### Cell classes on the final placement, run 1

(4 px per um)
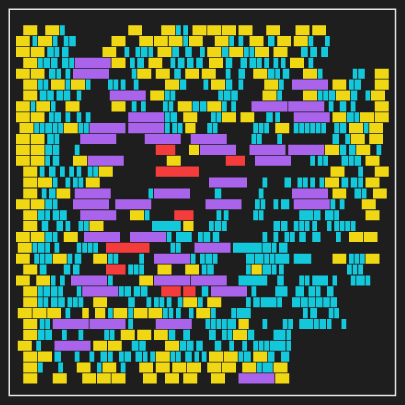
### A small window of the routed layout, run 1

Region (12, 60) to (37, 85) um. Cells in gray, sequential cells in the stronger gray; small squares are vias.
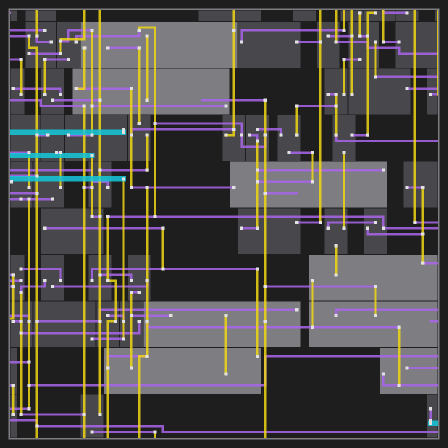
### Routing congestion map, run 1

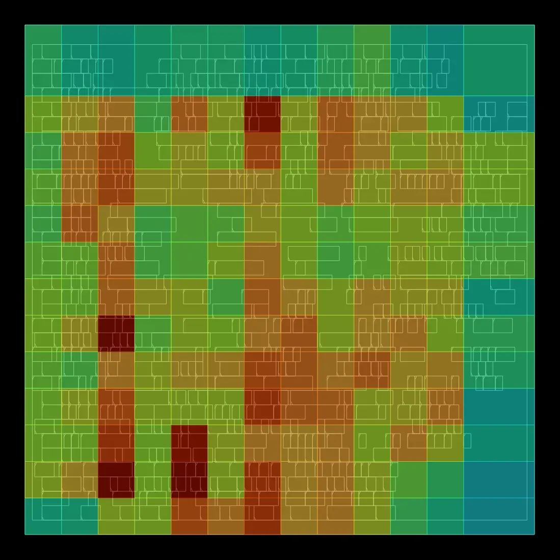
### Cells by drive strength, run 1

(4 px per um)
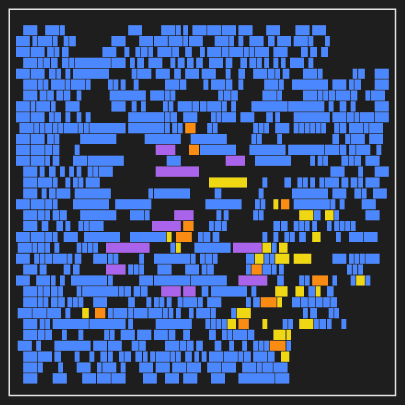
--- src/rtl/stream_rr_arbiter.sv ---
// stream_rr_arbiter
//
// Round-robin arbiter that shares one registered valid/ready stream channel
// between N requesters at packet granularity. Once a requester wins, it owns
// the channel until it transfers a beat with last=1. The winning beat is
// captured into a single output register stage together with its source index.
//
// Ports:
//   clk        clock, all state on rising edge
//   rst_n      asynchronous active-low reset
//   in_data    requester data, requester i at [i*DATA_W +: DATA_W]
//   in_valid   requester beat valid
//   in_last    requester beat is last of packet
//   in_ready   requester beat accepted this cycle (at most one bit set)
//   out_data   shared channel data (registered)
//   out_valid  shared channel valid (registered)
//   out_last   shared channel last (registered)
//   out_idx    source requester of the current out beat (registered)
//   out_ready  downstream accepts the out beat
//   busy       a packet is in progress or an out beat is pending
module stream_rr_arbiter #(
  parameter int unsigned N      = 4,
  parameter int unsigned DATA_W = 32,
  parameter int unsigned IDX_W  = $clog2(N)
) (
  input  logic                clk,
  input  logic                rst_n,
  input  logic [N*DATA_W-1:0] in_data,
  input  logic [N-1:0]        in_valid,
  input  logic [N-1:0]        in_last,
  output logic [N-1:0]        in_ready,
  output logic [DATA_W-1:0]   out_data,
  output logic                out_valid,
  output logic                out_last,
  output logic [IDX_W-1:0]    out_idx,
  input  logic                out_ready,
  output logic                busy
);

  typedef enum logic [0:0] {StIdle, StLocked} state_e;

  state_e              state_q, state_d;
  logic [IDX_W-1:0]    ptr_q, ptr_d;
  logic [IDX_W-1:0]    lock_idx_q, lock_idx_d;
  logic [DATA_W-1:0]   out_data_q, out_data_d;
  logic                out_valid_q, out_valid_d;
  logic                out_last_q, out_last_d;
  logic [IDX_W-1:0]    out_idx_q, out_idx_d;

  logic                load_en;
  logic                accept;
  logic [IDX_W-1:0]    winner;
  logic [IDX_W-1:0]    next_ptr;
  logic [IDX_W-1:0]    scan_idx;
  int unsigned         scan_sum;
  logic                found;
  logic [DATA_W-1:0]   in_data_arr [N];

  for (genvar g = 0; g < N; g++) begin : g_unpack
    assign in_data_arr[g] = in_data[g*DATA_W +: DATA_W];
  end

  // The output register can take a new beat when it is empty or being drained.
  assign load_en = !out_valid_q | out_ready;

  // Winner selection: the owner while locked, otherwise the first valid
  // requester scanning upward from ptr with wrap-around.
  always_comb begin
    winner   = lock_idx_q;
    found    = 1'b0;
    scan_sum = 0;
    scan_idx = '0;
    if (state_q == StLocked) begin
      found = 1'b1;
    end else begin
      for (int k = 0; k < int'(N); k++) begin
        scan_sum = int'(ptr_q) + k;
        if (scan_sum >= N) scan_sum = scan_sum - N;
        scan_idx = IDX_W'(scan_sum);
        if (!found && in_valid[scan_idx]) begin
          found  = 1'b1;
          winner = scan_idx;
        end
      end
    end
  end

  // in_ready is forced low while reset is asserted, since the empty output
  // register would otherwise advertise readiness.
  for (genvar g = 0; g < N; g++) begin : g_ready
    assign in_ready[g] = rst_n & load_en & found & (winner == IDX_W'(g)) &
                         ((state_q == StLocked) | in_valid[g]);
  end

  assign accept   = |(in_valid & in_ready);
  assign next_ptr = (winner == IDX_W'(N - 1)) ? '0 : winner + 1'b1;

  always_comb begin
    state_d     = state_q;
    ptr_d       = ptr_q;
    lock_idx_d  = lock_idx_q;
    out_data_d  = out_data_q;
    out_valid_d = out_valid_q;
    out_last_d  = out_last_q;
    out_idx_d   = out_idx_q;
    if (accept) begin
      out_data_d  = in_data_arr[winner];
      out_last_d  = in_last[winner];
      out_idx_d   = winner;
      out_valid_d = 1'b1;
      if (in_last[winner]) begin
        state_d = StIdle;
        ptr_d   = next_ptr;
      end else begin
        state_d    = StLocked;
        lock_idx_d = winner;
      end
    end else if (load_en) begin
      // Drained with nothing to replace it; payload regs keep their value.
      out_valid_d = 1'b0;
    end
  end

  always_ff @(posedge clk or negedge rst_n) begin
    if (!rst_n) begin
      state_q     <= StIdle;
      ptr_q       <= '0;
      lock_idx_q  <= '0;
      out_data_q  <= '0;
      out_valid_q <= 1'b0;
      out_last_q  <= 1'b0;
      out_idx_q   <= '0;
    end else begin
      state_q     <= state_d;
      ptr_q       <= ptr_d;
      lock_idx_q  <= lock_idx_d;
      out_data_q  <= out_data_d;
      out_valid_q <= out_valid_d;
      out_last_q  <= out_last_d;
      out_idx_q   <= out_idx_d;
    end
  end

  assign out_data  = out_data_q;
  assign out_valid = out_valid_q;
  assign out_last  = out_last_q;
  assign out_idx   = out_idx_q;
  assign busy      = (state_q == StLocked) | out_valid_q;

endmodule
--- config.mk ---
export PLATFORM = sky130hd
export DESIGN_NAME = stream_rr_arbiter
export DESIGN_NICKNAME = d
export VERILOG_FILES = /design/src/rtl/stream_rr_arbiter.sv
export SDC_FILE = /design/constraint.sdc
export NUM_CORES = 1
export LEC_CHECK = 0
export ABC_AREA = 1
export ABC_CLOCK_PERIOD_IN_PS = 3900
export CORE_UTILIZATION = 35
export CTS_BUF_LIST = sky130_fd_sc_hd__clkbuf_4 sky130_fd_sc_hd__clkbuf_8 sky130_fd_sc_hd__clkbuf_16
export DETAILED_ROUTE_END_ITERATION = 8
export PLACE_DENSITY = 0.81
export SETUP_SLACK_MARGIN = 0.4
export SLEW_MARGIN = 20
export SYNTH_ARGS = -nofsm -noshare
export SYNTH_HDL_FRONTEND = slang
export SYNTH_SLANG_ARGS = --single-unit
--- constraint.sdc ---
create_clock -name clk -period 3.9 [get_ports clk]
set_input_delay 0.39 -clock clk [delete_from_list [all_inputs] [get_ports clk]]
set_output_delay 0.39 -clock clk [all_outputs]
set_load 0.01 [all_outputs]
==> results.py, run 1 <==
# Generated from Yosys and OpenROAD reports
metrics = {
    "finish": {
        "logic_area_um2": 1723,
        "inv_count": 55,
        "bufAreaShareNonClock": 0.3620,
        "final_cell_mix": "nand2_1, clkdlybuf4s50_1, nand3_1, inv_1, dfrtp_1",
        "comb_share": 0.3405,
        "final_core_util": 0.6037,
        "layout_top_cell": "nand2_1",
        "clk_share": 0.02720,
    },
    "detailed_routing": {
        "ant_nets": 0,
        "drc": 0,
        "topRoutingLayerUsed": "met4",
        "first_pass_iters": 4,
        "drt-initial-drc-count": 149,
        "dr_total_vias": 3679,
    },
    "pwr": {
        "pg_seq_w": 0.000782,
        "p_int_w": 0.002160,
        "p_leak_nw": 2.445,
        "p_per_area_nw_per_um2": 888.3,
        "netSwitchingFraction": 0.5194,
        "vdd_ir_drop_max_v": 0.0004360,
        "pwr-share-comb": 0.735,
        "power.share.sequential": 0.174,
        "comb_power_w": 0.00330,
        "power_switching_w": 0.002334,
    },
    "global_routing": {
        "grt.overflow.total": 0,
        "grt_pass1_wl_mm": 16.22,
        "grt_use_total": 0.2270,
        "grt_max_degree": 42,
    },
    "sta": {
        "hold_violations": 0,
        "rsz0062_at_grt": "false",
        "setup_viol": 0,
        "fmax_ghz": 0.3088,
        "slew_headroom": 0.6561,
        "min_period_ns": 3.239,
        "worst_pin_slew_ns": 0.5159,
    },
    "clocking": {
        "numClockSinks": 41,
        "path_clk_slew_ns": 0.08,
        "clockBufferDepth": 2,
        "postCtsSetupRepairBufs": 0,
    },
    "critical_path": {
        "r2r-end": "state_q",
        "crit_slowest_cell": "clkdlybuf4s50_1",
        "crit_chain": "inv_2, nand2_1, nand2_1, nand2_1, nand2_2, nor2_4, nand3_1, nand3_1, nand2_4, nand2_8, inv_2, nor3_1, clkdlybuf4s50_1",
        "path_depth": 13,
        "crit_fanout": 18,
        "crit_family": "simple AND/OR/NAND/NOR gates",
        "r2r-start": "ptr_q[1]",
        "max_stage_delay_ns": 0.57,
        "r2r_cells": 18,
        "setup.worst_path.end": "in_ready[0]",
    },
    "logic_synthesis": {
        "syn-num-nets": 635,
        "ys_cells": 496,
        "avgSynthCellArea_um2": 6.259,
        "syn_area_um2": 3104,
        "top_cells_by_area": "dfrtp_1, nand2_1, nand3_1",
        "ys_sh_xor": 0,
        "netlist.area_leader.share": 0.3305,
        "yosysTopAreaCell": "dfrtp_1",
        "simple_gate_area_frac": 0.4349,
        "yosys_warnings": 0,
        "synth-adder-area-share": 0,
        "synth-compound-area-share": 0.1201,
        "ys_ff": 41,
    },
    "floorplan": {
        "well_tap_count": 105,
        "core_um2": 8382,
        "die_w_um": 96.18,
    },
    "hold_path": {
        "hold_class": "primary input to asynchronous set/reset pin",
    },
    "outcome": {
        "outcome": "finished clean",
    },
    "placement": {
        "dp_slack_ns": 0.6575,
        "gp_congestion": 0.8499,
    },
}
Notes on 'Cell classes on the final placement' above:
class	color	cells	share of their area
clock drivers and dummy loads	red	8	2.8%
other buffers and delay cells	yellow	185	37%
flip-flops	purple	41	21%
all other logic	cyan	431	39%

Notes on 'A small window of the routed layout' above:
layer	color
met2	yellow
met1	purple
met3	cyan
most frequent	nand2_1 (20), clkdlybuf4s50_1 (8), dfrtp_1 (7)
cells with their middle in the window	40
sequential cells in the window	7
netlist names of flops here include	out_data (7)

Notes on 'Routing congestion map' above:
met3 Use GR: 0.05450
met2 usage: 0.4190

Notes on 'Cells by drive strength' above:
size	color	cells	share
drive 1 or less	blue	618	93%
drive 2	yellow	25	3.8%
drive 6 and up	purple	11	1.7%
drive 3 to 4	orange	11	1.7%
Setup WS post-layout: 0.6612 ns
post-route cell area: 5060 um^2
Non-clk bufs: 185
Area Overhead vs Synth: 63.00%

### Signal wires on met1, run 1

(4 px per um)
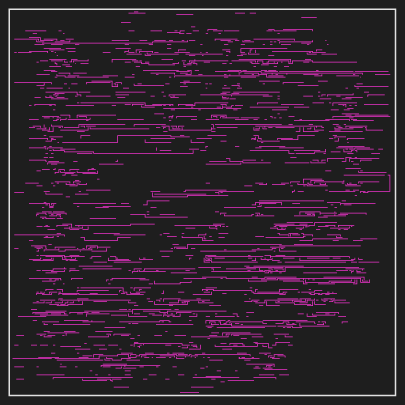

--- run 2 (diff from run 1) ---
--- a/config.mk
+++ b/config.mk
@@ -6,7 +6,7 @@
 export NUM_CORES = 1
 export LEC_CHECK = 0
 export ABC_AREA = 1
-export ABC_CLOCK_PERIOD_IN_PS = 3900
+export ABC_CLOCK_PERIOD_IN_PS = 2990
 export CORE_UTILIZATION = 35
 export CTS_BUF_LIST = sky130_fd_sc_hd__clkbuf_4 sky130_fd_sc_hd__clkbuf_8 sky130_fd_sc_hd__clkbuf_16
 export DETAILED_ROUTE_END_ITERATION = 8
==> constraint.sdc (replaced) <==
create_clock -name clk -period 2.99 [get_ports clk]
set_input_delay 0.299 -clock clk [delete_from_list [all_inputs] [get_ports clk]]
set_output_delay 0.299 -clock clk [all_outputs]
set_load 0.01 [all_outputs]
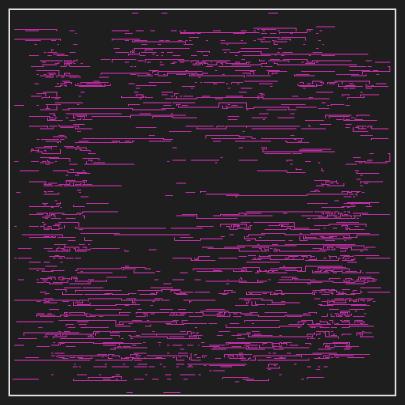
*Signal wires on met1, run 2*
(4 px per um)
share of all routed wire	39%
longest straight run	26.7 um
main direction	horizontal
nets with wire on the layer	718
total wire length: 10.84 mm
via count: 3843
met1 usage: 0.2397

==> results.py, run 2 <==
# Generated from Yosys and OpenROAD reports
metrics = {
    "outcome": {
        "outcome": "finished clean",
    },
    "critical_path": {
        "path_depth": 13,
        "max_stage_delay_ns": 0.43,
        "r2r-start": "ptr_q[0]",
        "crit_fanout": 5,
        "setup.worst_path.end": "in_ready[0]",
        "r2r_cells": 19,
        "r2r-end": "out_last",
        "crit_slowest_cell": "dfrtp_2",
        "crit_family": "simple AND/OR/NAND/NOR gates",
        "crit_chain": "buf_12, buf_4, nand2_2, nand2_1, nand2_1, nand2_2, o21ai_1, nand2_1, nand3_2, a21oi_4, buf_6, nor3_1, clkbuf_2",
    },
    "floorplan": {
        "well_tap_count": 105,
        "die_w_um": 96.18,
        "core_um2": 8382,
    },
    "finish": {
        "inv_count": 56,
        "flop_area_um2": 1028,
        "syn_to_final_growth_pct": 71.34,
        "nClkBuffers": 7,
        "logic_area_um2": 1841,
        "final_cell_mix": "nand2_1, clkdlybuf4s50_1, inv_1, nand3_1, dfrtp_1",
        "comb_share": 0.3460,
        "layout_top_cell": "nand2_1",
        "final_core_util": 0.6346,
        "final_cell_area_um2": 5319,
        "signal_buffers": 201,
        "bufAreaShareNonClock": 0.3717,
    },
    "logic_synthesis": {
        "yosys_warnings": 0,
        "logic_family": "simple AND/OR/NAND/NOR gates",
        "synth-adder-area-share": 0,
        "muxShareOfSynthArea": 0,
        "ys_cells": 496,
        "netlist.area_leader.share": 0.3305,
        "synth-compound-area-share": 0.1201,
        "yosysTopAreaCell": "dfrtp_1",
        "top_cells_by_area": "dfrtp_1, nand2_1, nand3_1",
        "ys_sh_xor": 0,
        "async_flop_share": 1.000,
        "netlist_top_cells_count": "nand2_1, nand3_1, inv_1",
        "simple_gate_area_frac": 0.4349,
        "syn-num-nets": 635,
        "syn_area_um2": 3104,
        "ys_ff": 41,
    },
    "sta": {
        "min_period_ns": 2.559,
        "hold_violations": 0,
        "setup_ws_ns": 0.4310,
        "worst_pin_slew_ns": 0.5158,
        "rsz0062_at_grt": "true",
        "setup_viol": 0,
        "slew_headroom": 0.6561,
        "hold_ws_ns": 0.1051,
        "fmax_ghz": 0.3908,
    },
    "pwr": {
        "power.share.sequential": 0.159,
        "power_switching_w": 0.003266,
        "p_leak_nw": 2.573,
        "pwr-share-comb": 0.768,
        "vdd_ir_drop_max_v": 0.0005055,
        "comb_power_w": 0.00488,
        "p_int_w": 0.003089,
        "p_per_area_nw_per_um2": 1195,
        "pg_seq_w": 0.00101,
    },
    "global_routing": {
        "grt.overflow.total": 0,
        "grt_use_total": 0.2196,
        "grt_pass1_wl_mm": 15.83,
        "grt_max_degree": 42,
    },
    "clocking": {
        "postCtsSetupRepairBufs": 5,
        "path_clk_slew_ns": 0.08,
        "numClockSinks": 41,
    },
    "placement": {
        "place_area_um2": 4956,
        "port_buffers": 179,
        "dp_slack_ns": 0.07982,
        "gp_congestion": 0.8248,
    },
    "detailed_routing": {
        "first_pass_iters": 4,
        "drt-initial-drc-count": 100,
        "ant_nets": 0,
        "drc": 0,
        "topRoutingLayerUsed": "met4",
    },
}
No activity file was given, so power comes from the tool's default toggle rates.
